## src/rtl/switch_allocator_pkg.sv

```systemverilog
// Shared definitions for the 5x5 router switch allocator and crossbar.
package switch_allocator_pkg;

  localparam int unsigned N_PORTS = 5;
  localparam int unsigned IDX_W   = 3;
  localparam int unsigned CODE_W  = 6;

  typedef enum logic {
    IDLE   = 1'b0,
    LOCKED = 1'b1
  } lock_e;

  // Crossbar single-connection code: out*N_PORTS + in.
  function automatic logic [CODE_W-1:0] xbar_code(input logic [IDX_W-1:0] out_idx,
                                                 input logic [IDX_W-1:0] in_idx);
    return CODE_W'(out_idx) * CODE_W'(N_PORTS) + CODE_W'(in_idx);
  endfunction

  function automatic logic [IDX_W-1:0] wrap_inc(input logic [IDX_W-1:0] idx);
    return (idx >= IDX_W'(N_PORTS - 1)) ? '0 : idx + 1'b1;
  endfunction

endpackage

```

## src/rtl/switch_allocator_rr.sv

```systemverilog
// Five-way round-robin pick: first set request at or after ptr, wrapping 4 -> 0.
module rr_arbiter_5
  import switch_allocator_pkg::*;
(
  input  logic [N_PORTS-1:0] req,
  input  logic [IDX_W-1:0]   ptr,
  output logic [IDX_W-1:0]   grant,
  output logic               found
);

  function automatic logic [IDX_W-1:0] offset_idx(input logic [IDX_W-1:0] p, input int k);
    int s;
    s = int'(p) + k;
    if (s >= int'(N_PORTS)) s = s - int'(N_PORTS);
    return IDX_W'(s);
  endfunction

  // Scan from the farthest offset down so the nearest request wins.
  always_comb begin
    grant = '0;
    found = 1'b0;
    for (int k = int'(N_PORTS) - 1; k >= 0; k--) begin
      if (req[offset_idx(ptr, k)]) begin
        grant = offset_idx(ptr, k);
        found = 1'b1;
      end
    end
  end

endmodule

```

## src/rtl/switch_allocator.sv

```systemverilog
// Switch allocator: per-output round-robin with wormhole locking, one new connection per cycle.
module switch_allocator
  import switch_allocator_pkg::*;
(
  input  logic                       clk,
  input  logic                       rst,
  input  logic [N_PORTS-1:0]         req_valid,
  input  logic [N_PORTS*IDX_W-1:0]   req_dest,
  input  logic [N_PORTS-1:0]         req_tail,
  input  logic [N_PORTS-1:0]         out_ready,
  output logic [N_PORTS-1:0]         in_ready,
  output logic [N_PORTS-1:0]         out_valid,
  output logic [N_PORTS*IDX_W-1:0]   sel,
  output logic                       cfg_valid,
  output logic [CODE_W-1:0]          cfg_code,
  output logic                       err
);

  lock_e            lock_q   [N_PORTS];
  logic [IDX_W-1:0] owner_q  [N_PORTS];
  logic [IDX_W-1:0] rr_ptr_q [N_PORTS];
  logic [IDX_W-1:0] out_ptr_q;

  logic [N_PORTS-1:0] xfer_c, busy_c, bad_c, out_req_c, in_req_c;
  logic [N_PORTS-1:0] elig_c [N_PORTS];
  logic [IDX_W-1:0]   win_out, win_in;
  logic               out_found, in_found, alloc_c;

  // Transfers through locked connections and which inputs are already bound.
  always_comb begin
    xfer_c   = '0;
    busy_c   = '0;
    bad_c    = '0;
    in_ready = '0;
    for (int o = 0; o < int'(N_PORTS); o++) begin
      if (lock_q[o] == LOCKED) begin
        busy_c[owner_q[o]] = 1'b1;
        xfer_c[o]          = req_valid[owner_q[o]] & out_ready[o];
        if (xfer_c[o]) in_ready[owner_q[o]] = 1'b1;
      end
    end
    for (int i = 0; i < int'(N_PORTS); i++) begin
      bad_c[i] = req_valid[i] && (req_dest[IDX_W*i +: IDX_W] > IDX_W'(N_PORTS - 1));
    end
  end

  always_comb begin
    out_req_c = '0;
    for (int o = 0; o < int'(N_PORTS); o++) begin
      elig_c[o] = '0;
      for (int i = 0; i < int'(N_PORTS); i++) begin
        elig_c[o][i] = (lock_q[o] == IDLE) && req_valid[i] && !busy_c[i] &&
                       (req_dest[IDX_W*i +: IDX_W] == IDX_W'(o));
      end
      out_req_c[o] = |elig_c[o];
    end
  end

  rr_arbiter_5 u_out_arb (
    .req   (out_req_c),
    .ptr   (out_ptr_q),
    .grant (win_out),
    .found (out_found)
  );

  assign in_req_c = elig_c[win_out];

  rr_arbiter_5 u_in_arb (
    .req   (in_req_c),
    .ptr   (rr_ptr_q[win_out]),
    .grant (win_in),
    .found (in_found)
  );

  assign alloc_c   = out_found & in_found;
  assign out_valid = xfer_c;

  for (genvar o = 0; o < int'(N_PORTS); o++) begin : g_sel
    assign sel[IDX_W*o +: IDX_W] = owner_q[o];
  end

  // Lock/owner state: release on tail transfer, then at most one allocation.
  always_ff @(posedge clk) begin
    if (rst) begin
      for (int o = 0; o < int'(N_PORTS); o++) begin
        lock_q[o]   <= IDLE;
        owner_q[o]  <= '0;
        rr_ptr_q[o] <= '0;
      end
      out_ptr_q <= '0;
      cfg_valid <= 1'b0;
      cfg_code  <= '0;
      err       <= 1'b0;
    end else begin
      for (int o = 0; o < int'(N_PORTS); o++) begin
        if (xfer_c[o] && req_tail[owner_q[o]]) lock_q[o] <= IDLE;
      end
      cfg_valid <= alloc_c;
      if (alloc_c) begin
        lock_q[win_out]   <= LOCKED;
        owner_q[win_out]  <= win_in;
        rr_ptr_q[win_out] <= wrap_inc(win_in);
        out_ptr_q         <= wrap_inc(win_out);
        cfg_code          <= xbar_code(win_out, win_in);
      end
      if (|bad_c) err <= 1'b1;
    end
  end

endmodule

```

## config.mk

```make
export PLATFORM = sky130hd
export DESIGN_NAME = switch_allocator
export DESIGN_NICKNAME = d
export VERILOG_FILES = /design/src/rtl/switch_allocator_pkg.sv /design/src/rtl/switch_allocator_rr.sv /design/src/rtl/switch_allocator.sv
export SDC_FILE = /design/constraint.sdc
export NUM_CORES = 1
export LEC_CHECK = 0
export ABC_AREA = 1
export ABC_CLOCK_PERIOD_IN_PS = 6900
export CAP_MARGIN = 0
export CORE_AREA = 3 3 107 109
export DETAILED_ROUTE_END_ITERATION = 7
export DIE_AREA = 0 0 110 112
export DONT_BUFFER_PORTS = 1
export HOLD_SLACK_MARGIN = 0.1
export PLACE_DENSITY = 0.65
export SLEW_MARGIN = 0
export SYNTH_ARGS = -nofsm -noshare
export SYNTH_HDL_FRONTEND = slang
export SYNTH_SLANG_ARGS = --single-unit
export TNS_END_PERCENT = 100
```

## constraint.sdc

```tcl
create_clock -name clk -period 6.9 [get_ports clk]
set_clock_uncertainty 0.1 [all_clocks]
set_input_delay 1.38 -clock clk [delete_from_list [all_inputs] [get_ports clk]]
set_output_delay 1.38 -clock clk [all_outputs]
set_load 0.03 [all_outputs]
```

Figure 1. Metal layers overlaid.
Drawn at 3 px/um. Only two layers are drawn.
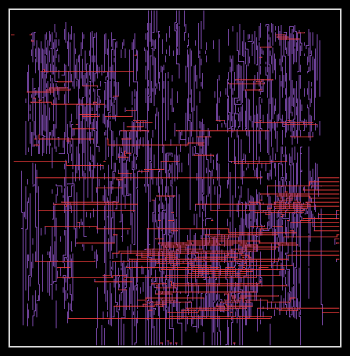
Red shows M3, wire length 2230 um. Purple shows M2, wire length 8550 um.
via count: 6447
GRT Overall Usage: 0.3144
DR WL/cell: 18.42 um
Post-Route WL: 19490 um

Figure 2. Selected gate families.
Drawn at 3 px/um.
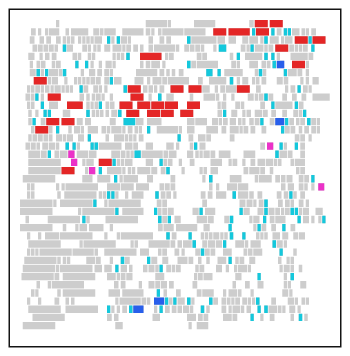
Magenta shows and/or cells, cells 5, most used or2_2. Red shows fa/ha/maj cells, cells 32, most used ha_1. Blue shows non-inverting ao/oa cells, cells 4, most used a221o_1. Cyan shows inv cells, cells 127, most used inv_1, where spread over the die.
Non-Filler Instances: 1058
highest-count logic cell in the final layout: nand2_1
combinational share of cell area: 0.6501

Figure 3. Close-up of the layout.
Region (40, 41) to (70, 71) um. Cells in gray, sequential cells in the stronger gray; small squares are vias.
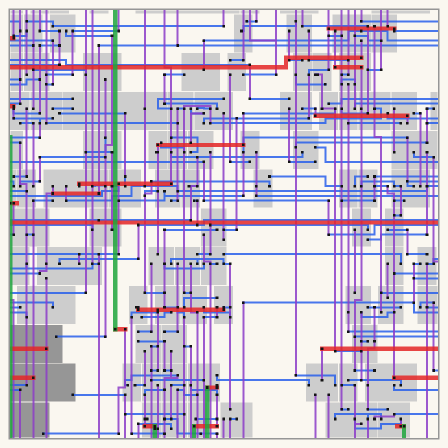
Green shows M4. Red shows M3. Purple shows M2. Blue shows M1.
Sequential cells in the window: 1. Most frequent: nand3_1 (15), nand2_1 (11), inv_1 (8). 75 logic cells have their middle in the window. Netlist names of flops here include lock_q (1).

==> flow_summary.toml <==
# flow metrics
[outcome]
status = "finished clean"

[timing]
finalSetupTns_ps = 0
setup_viol = 0
min_period_ps = 6372
slew_viol_final = 0

[cells_and_area]
clk_share = 0.01533
logic_area_um2 = 4033
seq-cell-share = 0.1975
flops = 46

[yosys]
fa_ha_area_frac = 0.07292
top_area_cell = "edfxtp_1"
area_leaders = "edfxtp_1 16%, nand2_1 14%, nand3_1 12%"
ff_type = "edfxtp_1"
synthCells = 898

[setup_path]
crit_end = "cfg_code[5]$_SDFFE_PP0N_"
worstSetupPathType = "input port to flip-flop"
r2r_start = "out_ptr_q[0]$_SDFFE_PP0N_"
crit_path_end_kind = "flip-flop"

[job]
cap_violations = 0

[drt]
ant_nets = 0

[clocking]
clock_latency_ps = 310
cts_tree = "done"

[place]
dp_worst_setup_slack_ps = 56.44
dp.cells = 1037

[floorplan]
row_count = 38

[global_routing]
grt_pass1_vias = 6013
grt_pass1_wl_um = 30620
use_met2 = 0.4814
met3_usage = 0.08116
